`src/rtl/lif_pkg.sv`:
```
// Shared types and helpers for the weighted LIF neuron: FSM state, address width, saturation.
package lif_pkg;

  typedef enum logic [0:0] {INTEG, REFRAC} lif_state_e;

  function automatic int unsigned addr_width(input int unsigned n);
    return (n > 1) ? unsigned'($clog2(n)) : 1;
  endfunction

  localparam int unsigned LIF_N_IN_DEFAULT   = 4;
  localparam int unsigned LIF_ADDR_W_DEFAULT = addr_width(LIF_N_IN_DEFAULT);

  // Adds at 64 bits, then clamps into the signed range of the given width (width <= 62).
  function automatic logic signed [63:0] sat_add(input logic signed [63:0] a,
                                                 input logic signed [63:0] b,
                                                 input int unsigned        width);
    logic signed [63:0] s;
    logic signed [63:0] max_v;
    logic signed [63:0] min_v;
    s     = a + b;
    max_v = (64'sd1 <<< (width - 1)) - 64'sd1;
    min_v = -(64'sd1 <<< (width - 1));
    if (s > max_v) begin
      s = max_v;
    end else if (s < min_v) begin
      s = min_v;
    end
    return s;
  endfunction

endpackage

```
`src/rtl/lif_neuron_weighted_if.sv`:
```
// Step/config/observation bundle of one weighted LIF neuron.
interface lif_neuron_weighted_if #(
  parameter int unsigned N_IN  = 4,
  parameter int unsigned W_W   = 8,
  parameter int unsigned P_W   = 16,
  parameter int unsigned CNT_W = 16
);
  localparam int unsigned AW = lif_pkg::addr_width(N_IN);

  logic                    step_en;
  logic [N_IN-1:0]         in_spk;
  logic signed [P_W-1:0]   thr;
  logic                    w_we;
  logic [AW-1:0]           w_addr;
  logic signed [W_W-1:0]   w_data;
  logic                    spike;
  logic signed [P_W-1:0]   v_mem;
  logic                    refrac;
  logic [CNT_W-1:0]        spike_cnt;

  modport master (
    output step_en, in_spk, thr, w_we, w_addr, w_data,
    input  spike, v_mem, refrac, spike_cnt
  );

  modport slave (
    input  step_en, in_spk, thr, w_we, w_addr, w_data,
    output spike, v_mem, refrac, spike_cnt
  );
endinterface

```
`src/rtl/lif_weight_sum.sv`:
```
// Synaptic weight register file plus masked adder producing a full-width signed sum.
module lif_weight_sum import lif_pkg::*; #(
  parameter int unsigned N_IN  = 4,
  parameter int unsigned W_W   = 8,
  parameter int unsigned SUM_W = 17,
  parameter int unsigned AW    = addr_width(N_IN)
) (
  input  logic                    clk_i,
  input  logic                    rst_i,
  input  logic                    w_we_i,
  input  logic [AW-1:0]           w_addr_i,
  input  logic signed [W_W-1:0]   w_data_i,
  input  logic [N_IN-1:0]         in_spk_i,
  output logic signed [SUM_W-1:0] sum_o
);

  logic signed [W_W-1:0] w_q [N_IN];

  // Addresses with no matching index never hit, so out-of-range writes fall away.
  always_ff @(posedge clk_i) begin
    if (rst_i) begin
      for (int i = 0; i < N_IN; i++) begin
        w_q[i] <= '0;
      end
    end else if (w_we_i) begin
      for (int i = 0; i < N_IN; i++) begin
        if (w_addr_i == AW'(i)) begin
          w_q[i] <= w_data_i;
        end
      end
    end
  end

  always_comb begin
    sum_o = '0;
    for (int i = 0; i < N_IN; i++) begin
      if (in_spk_i[i]) begin
        sum_o = sum_o + SUM_W'(w_q[i]);
      end
    end
  end

endmodule

```
`src/rtl/lif_neuron_weighted.sv`:
```
// Weighted leaky integrate-and-fire neuron: leak, saturating integrate, fire, refractory hold.
module lif_neuron_weighted import lif_pkg::*; #(
  parameter int unsigned N_IN         = 4,
  parameter int unsigned W_W          = 8,
  parameter int unsigned P_W          = 16,
  parameter int unsigned LEAK_SHIFT   = 3,
  parameter int unsigned REFRAC_STEPS = 2,
  parameter int unsigned CNT_W        = 16
) (
  input  logic                 clk,
  input  logic                 rst,
  lif_neuron_weighted_if.slave nrn_io
);

  localparam int unsigned SUM_W = P_W + 1;
  localparam int unsigned RC_W  = (REFRAC_STEPS > 0) ? $clog2(REFRAC_STEPS + 1) : 1;

  lif_state_e              state_q, state_d;
  logic signed [P_W-1:0]   p_q, p_d;
  logic                    spike_q, spike_d;
  logic [CNT_W-1:0]        cnt_q, cnt_d;
  logic [RC_W-1:0]         rcnt_q, rcnt_d;

  logic signed [SUM_W-1:0] sum;
  logic signed [P_W-1:0]   p_leak;
  logic signed [P_W-1:0]   p_new;
  logic                    fire;

  lif_weight_sum #(
    .N_IN  (N_IN),
    .W_W   (W_W),
    .SUM_W (SUM_W)
  ) u_weight_sum (
    .clk_i    (clk),
    .rst_i    (rst),
    .w_we_i   (nrn_io.w_we),
    .w_addr_i (nrn_io.w_addr),
    .w_data_i (nrn_io.w_data),
    .in_spk_i (nrn_io.in_spk),
    .sum_o    (sum)
  );

  // Leak cannot overflow: it moves P toward zero by at most |P|.
  always_comb begin
    p_leak = p_q - (p_q >>> LEAK_SHIFT);
    p_new  = P_W'(sat_add(64'(p_leak), 64'(sum), P_W));
    fire   = (p_new >= nrn_io.thr);
  end

  always_comb begin
    state_d = state_q;
    p_d     = p_q;
    spike_d = 1'b0;
    cnt_d   = cnt_q;
    rcnt_d  = rcnt_q;
    if (nrn_io.step_en) begin
      unique case (state_q)
        INTEG: begin
          if (fire) begin
            spike_d = 1'b1;
            p_d     = '0;
            cnt_d   = cnt_q + CNT_W'(1);
            if (REFRAC_STEPS > 0) begin
              rcnt_d  = RC_W'(REFRAC_STEPS);
              state_d = REFRAC;
            end
          end else begin
            p_d = p_new;
          end
        end
        REFRAC: begin
          p_d    = '0;
          rcnt_d = rcnt_q - RC_W'(1);
          if (rcnt_q == RC_W'(1)) begin
            state_d = INTEG;
          end
        end
        default: state_d = INTEG;
      endcase
    end
  end

  always_ff @(posedge clk) begin
    if (rst) begin
      state_q <= INTEG;
      p_q     <= '0;
      spike_q <= 1'b0;
      cnt_q   <= '0;
      rcnt_q  <= '0;
    end else begin
      state_q <= state_d;
      p_q     <= p_d;
      spike_q <= spike_d;
      cnt_q   <= cnt_d;
      rcnt_q  <= rcnt_d;
    end
  end

  assign nrn_io.spike     = spike_q;
  assign nrn_io.v_mem     = p_q;
  assign nrn_io.refrac    = (state_q == REFRAC);
  assign nrn_io.spike_cnt = cnt_q;

endmodule

```
`src/flat_wrapper.sv`:
```
// flat-port wrapper written by rule: the top's interface ports become plain ports
module lif_neuron_weighted_flat import lif_pkg::*;
#(
  parameter int unsigned N_IN         = 4,
  parameter int unsigned W_W          = 8,
  parameter int unsigned P_W          = 16,
  parameter int unsigned LEAK_SHIFT   = 3,
  parameter int unsigned REFRAC_STEPS = 2,
  parameter int unsigned CNT_W        = 16
)
  (clk, rst, nrn_io_step_en, nrn_io_in_spk, nrn_io_thr, nrn_io_w_we, nrn_io_w_addr, nrn_io_w_data, nrn_io_spike, nrn_io_v_mem, nrn_io_refrac, nrn_io_spike_cnt);
  lif_neuron_weighted_if #(.N_IN(N_IN), .W_W(W_W), .P_W(P_W), .CNT_W(CNT_W)) nrn_io_i ();
  input  logic clk;
  input  logic rst;
  input wire logic [$bits(nrn_io_i.step_en)-1:0] nrn_io_step_en;
  input wire logic [$bits(nrn_io_i.in_spk)-1:0] nrn_io_in_spk;
  input wire logic [$bits(nrn_io_i.thr)-1:0] nrn_io_thr;
  input wire logic [$bits(nrn_io_i.w_we)-1:0] nrn_io_w_we;
  input wire logic [$bits(nrn_io_i.w_addr)-1:0] nrn_io_w_addr;
  input wire logic [$bits(nrn_io_i.w_data)-1:0] nrn_io_w_data;
  output wire logic [$bits(nrn_io_i.spike)-1:0] nrn_io_spike;
  output wire logic [$bits(nrn_io_i.v_mem)-1:0] nrn_io_v_mem;
  output wire logic [$bits(nrn_io_i.refrac)-1:0] nrn_io_refrac;
  output wire logic [$bits(nrn_io_i.spike_cnt)-1:0] nrn_io_spike_cnt;
  assign nrn_io_i.step_en = nrn_io_step_en;
  assign nrn_io_i.in_spk = nrn_io_in_spk;
  assign nrn_io_i.thr = nrn_io_thr;
  assign nrn_io_i.w_we = nrn_io_w_we;
  assign nrn_io_i.w_addr = nrn_io_w_addr;
  assign nrn_io_i.w_data = nrn_io_w_data;
  assign nrn_io_spike = nrn_io_i.spike;
  assign nrn_io_v_mem = nrn_io_i.v_mem;
  assign nrn_io_refrac = nrn_io_i.refrac;
  assign nrn_io_spike_cnt = nrn_io_i.spike_cnt;
  lif_neuron_weighted #(.N_IN(N_IN), .W_W(W_W), .P_W(P_W), .LEAK_SHIFT(LEAK_SHIFT), .REFRAC_STEPS(REFRAC_STEPS), .CNT_W(CNT_W)) u_core (.clk(clk), .rst(rst), .nrn_io(nrn_io_i));
endmodule
```
`config.mk`:
```
export PLATFORM = sky130hd
export DESIGN_NAME = lif_neuron_weighted_flat
export DESIGN_NICKNAME = d
export VERILOG_FILES = /design/src/rtl/lif_pkg.sv /design/src/rtl/lif_neuron_weighted_if.sv /design/src/rtl/lif_weight_sum.sv /design/src/rtl/lif_neuron_weighted.sv /design/src/flat_wrapper.sv
export SDC_FILE = /design/constraint.sdc
export NUM_CORES = 1
export LEC_CHECK = 0
export CORE_ASPECT_RATIO = 1.2
export CORE_MARGIN = 3
export CORE_UTILIZATION = 54
export DETAILED_ROUTE_END_ITERATION = 7
export PLACE_DENSITY = 0.79
export SYNTH_ARGS = -nofsm -noshare
export SYNTH_HDL_FRONTEND = slang
export SYNTH_HIERARCHICAL = 1
export SYNTH_SLANG_ARGS = --single-unit
```
`constraint.sdc`:
```
create_clock -name clk -period 12.21 [get_ports clk]
set_input_delay 1.8315 -clock clk [delete_from_list [all_inputs] [get_ports clk]]
set_output_delay 1.8315 -clock clk [all_outputs]
set_load 0.1 [all_outputs]
```
==> run_1/metal_stack.png <==
Scale bar: 20 um.
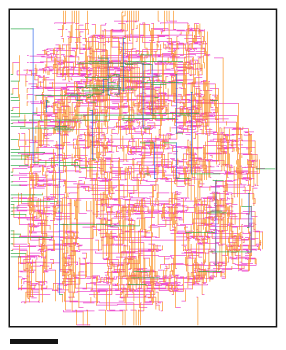
| layer | colour | wire length |
|---|---|---|
| met2 | orange | 8160 um |
| met3 | green | 767 um |
| met1 | magenta | 7530 um |
| met4 | blue | 411 um |
DR vias: 6402
All-Layer GR Usage: 22.78%

==> run_1/final_congestion.png <==
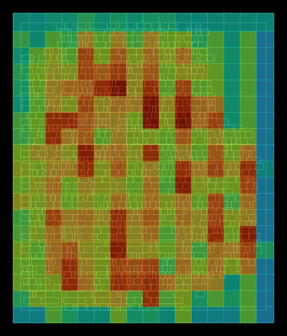
GR Util met1: 28.49%
final core occ: 65.00%
met3 usage: 3.214%

==> run_1/wire_density.png <==
Scale bar: 20 um. The die is cut into 22 by 26 equal tiles; dark blue is low, red is high, scaled to the fullest tile. Values are wire area over tile area, all layers added.
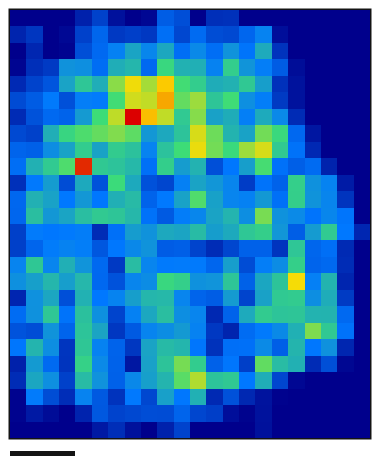
densest ninth of the die: north
tiles over half the peak: 7.2%
nearly empty tiles: 18%
fullest tile: 0.75
mean over tiles: 0.18
drt wl/cell: 15.63 um
total wire length after detailed routing: 16880 um

==> CHANGELOG.md, run 1 <==
### Implementation results

* Status: finished, final reports clean
* Slew Limit Fails at 0
* Top Layout Cells: ha_1, a21oi_1, clkdlybuf4s50_1, inv_1, nor2_1
* Multi-input gates at 694
* Buffering overhead at under 10%
* Comb area share at between 60% and 70%
* Tightest Pin Transition at 1007 ps
* Port bufs at approximately 67
* Hold Path Origin: u_core/nrn_io.spike_cnt[15]
* Final period util at between 90% and 100%
* Top Usage Layer GRT: met2
* Drt pass-1 iters at 5
* Clk slew on worst S/H paths at about 60 ps
* Synth-to-layout area growth at 16.29%
* Max clock buf depth at 2
* Final nets at between 1000 and 1500
* Routed length on met2 at around 8200 um
* Reg with most FFs: u_core/u_weight_sum/w_q
* Die H at around 130 um
* Clock buffers at 10
* Number of global-route vias before repair at approximately 6200
* Worst r2r src: u_core/u_weight_sum/w_q[0][0]
* Die Size at approximately 0.015 mm^2
* Max_cap viols at 0
* First-pass GRT wire length at 28330 um
* R2r setup slk at between 2000 and 2500 ps
* Max FFs per register at 32
* Tap cell count at ~160
* Tmin final at 11590 ps
* IO Pins at ~68
* Dpl cells at ~1100
* CP Launch Point: nrn_io_in_spk[0]
* Mux share at approximately 3.4%
* Main logic family after synthesis: AND-OR/OR-AND gates
* Largest net degree at the start of global routing at 30
* Setup Buffers After CTS at 0
* Initial antenna violation count at 0
* Clk cell area share at about 3.6%
* Grt ovf at 0
* Worst hold slack at approximately 500 ps
* Pre-CTS setup slack at -30.77 ps
* DR WL met3 at between 700 and 800 um
* FA/HA/MAJ Cells, Area Fraction at between 10% and 20%
* Critical Path Fanout Max at 14
* Synth Area in Simple Gates at between 10% and 20%
* Yosys stat area at 0.007144 mm^2
* Setup TNS at 0 ps
* Clock Tree Root: clkbuf_16
* TritonCTS clock tree: done
* Worst setup EP type: flip-flop
* Synth flops at 68
* Non-clock buffer count at around 71
* DRT iter0 DRCs at ~430
* WS Path Type: in -> reg
* Crit start category: primary input
* Fin area at 0.008308 mm^2
* Number of stages on the worst hold path at 2
* Antenna Nets Post-Route at 0
* Core Rows at between 40 and 50
* Area share, top type at 16.11%
* Core outline area at about 0.013 mm^2
* Worst Path Required at 12480 ps
* FF-to-FF path depth at 46
* Diode count at 0
* Post-synth design cell area at roughly 0.007 mm^2
* Comb. cell area at 0.005174 mm^2
* Final setup viols at 0
* Cell with the largest stage delay on the worst path: clkdlybuf4s50_1
* Clock sinks at 68
* Crit-path leading delay family: AND-OR/OR-AND gates
* Hold Path Sink: u_core/nrn_io.spike_cnt[15]
* Relative slew margins at about a third
* Filler instances at 1072
* GP Congestion at ~0.92
* CP most frequent cell: a21oi_1
* Area-dominant class: logic gates
* Clk_lat worst skew at approximately 340 ps
* Dominant cell type by area after synthesis: ha_1
* Flop area at ~0.0017 mm^2
* Worst path bufs/invs at 2
* FFs & Latches at approximately 70
* Syn Area/Cell at approximately 8.4 um^2
* Core Util at FP at a little under three fifths
* Syn Inst Count at 850
* Setup ws final at ~620 ps
* Top cells, area: ha_1, edfxtp_1, dfxtp_1
* Met2 track demand over resource at roughly two fifths
* Final Instance Count excl. Fillers at 1080
* Ys cells at ~850
* WL met1 at approximately 7500 um
* Worst clock skew at 6.127 ps
* Post-DP Area at about 0.0079 mm^2
* Synth warnings at 6
* Yosys aoi share at between 20 and 25%
* Log Warnings at 31
* Synth cell types at approximately 74
* Average vias per placed instance at between 5 and 6
* EDFF count, synth at 32
* Max Freq at between 0.08 and 0.09 GHz
* Post-synth ARST share at 0%
* Synth cell count leaders: ha_1, a21oi_1, inv_1
* Synth top cell by count: ha_1
* Share of post-route cells with drive strength above 1 at under 10%
* Arr. time, crit path at between 10000 and 15000 ps
* Seq area share at 20.24%
* Invs w/o clock at between 60 and 70
* # H-tree levels at 3
* Crit path to: u_core/nrn_io.v_mem[1]
* Final tally of hold violations at 0
* Post-route DRC at 0
* Sequential area share after synthesis at 23.54%
* Post-CTS Resized at 0
* Post-Syn Nets at 983
* Dominant register cell: dfxtp_1
* DR top layer: met4
* RSZ-0062 raised after global routing: no
* Instance count on the critical path at ~46
* CTS buffer count at 9
==> run 1 -> run 2 <==
--- a/config.mk
+++ b/config.mk
@@ -9,6 +9,7 @@
 export CORE_MARGIN = 3
 export CORE_UTILIZATION = 54
 export DETAILED_ROUTE_END_ITERATION = 7
+export GPL_TIMING_DRIVEN = 0
 export PLACE_DENSITY = 0.79
 export SYNTH_ARGS = -nofsm -noshare
 export SYNTH_HDL_FRONTEND = slang
==> CHANGELOG.md, run 2 <==
### Implementation results

* Drt wl/cell at between 15 and 20 um
* Hold Path Sink: u_core/nrn_io.spike_cnt[14]
* Top cells, area: ha_1, edfxtp_1, dfxtp_1
* Non-clock buffer count at roughly 90
* Flop area at ~0.0017 mm^2
* Final setup viols at 0
* Area-dominant class: logic gates
* Synth flops at between 60 and 70
* Antenna Nets Post-Route at 0
* GR Util met1 at around 29%
* Clock sinks at 68
* Final Instance Count excl. Fillers at roughly 1100
* Average vias per placed instance at approximately 5.8
* Clk_lat worst skew at roughly 330 ps
* Final period util at between 90% and 100%
* Pre-CTS setup slack at -1487 ps
* Final tally of hold violations at 0
* CTS buffer count at 9
* Core Util at FP at 55.90%
* WS Path Type: in -> reg
* Instance count on the critical path at ~50
* Area share, top type at ~16%
* EDFF count, synth at 32
* Clock buffers at 10
* Synth-to-layout area growth at 17.81%
* Yosys stat area at approximately 0.007 mm^2
* Cell with the largest stage delay on the worst path: or3b_2
* Invs w/o clock at 67
* FFs & Latches at between 60 and 70
* IO Pins at about 68
* Setup Buffers After CTS at 2
* Relative slew margins at 34.47%
* Tmin final at around 12000 ps
* Synth top cell by count: ha_1
* Met2 track demand over resource at roughly two fifths
* Tap cell count at about 160
* Status: finished, final reports clean
* Syn Inst Count at ~850
* Log Warnings at 31
* Largest net degree at the start of global routing at 14
* Top Usage Layer GRT: met2
* DR WL met3 at between 500 and 600 um
* Number of stages on the worst hold path at 2
* # H-tree levels at 3
* Worst setup EP type: flip-flop
* Die Size at 0.01465 mm^2
* Ys cells at about 850
* Die H at approximately 130 um
* Drt pass-1 iters at 5
* DR top layer: met4
* Post-route DRC at 0
* Synth cell count leaders: ha_1, a21oi_1, inv_1
* Top Layout Cells: ha_1, a21oi_1, clkdlybuf4s50_1, inv_1, nor2_1
* Synth cell types at 74
* Number of global-route vias before repair at approximately 6200
* Dominant cell type by area after synthesis: ha_1
* Routed length on met2 at roughly 8400 um
* Initial antenna violation count at 0
* Slew Limit Fails at 0
* Synth warnings at 6
* DRT iter0 DRCs at 424
* Comb. cell area at between 0.005 and 0.006 mm^2
* Clk slew on worst S/H paths at approximately 60 ps
* RSZ-0062 raised after global routing: no
* Worst hold slack at about 500 ps
* Grt ovf at 0
* Buffering overhead at a little under a tenth
* First-pass GRT wire length at 27960 um
* TritonCTS clock tree: done
* Multi-input gates at about 690
* Seq area share at 19.98%
* Post-DP Area at between 0.008 and 0.009 mm^2
* WL met1 at 7604 um
* Arr. time, crit path at 11890 ps
* Crit-path leading delay family: AND-OR/OR-AND gates
* Met3 usage at 3.076%
* Crit path to: u_core/nrn_io.v_mem[3]
* Reg with most FFs: u_core/u_weight_sum/w_q
* Max clock buf depth at 2
* Setup TNS at 0 ps
==> run_2/metal_stack.png <==
Scale bar: 20 um.
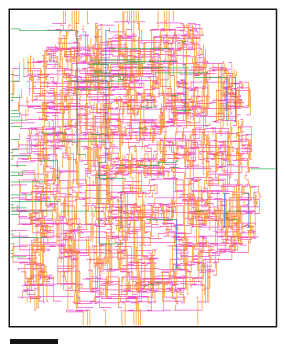
| layer | colour | wire length |
|---|---|---|
| met4 | blue | 268 um |
| met1 | magenta | 7600 um |
| met2 | orange | 8400 um |
| met3 | green | 598 um |
total wire length after detailed routing: 16870 um
All-Layer GR Usage: 22.63%

==> run_2/cell_classes.png <==
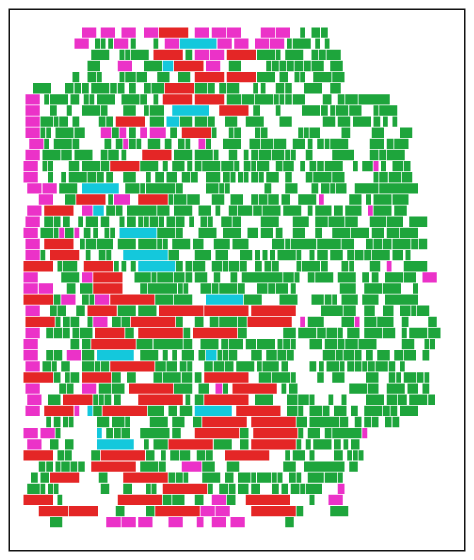
| class | colour | cells |
|---|---|---|
| other buffers and delay cells | magenta | 89 |
| all other logic | green | 760 |
| flip-flops | red | 68 |
| clock drivers and dummy loads | cyan | 16 |
final core occ: 65.85%
Core Rows: 45
core outline area: 0.01278 mm^2

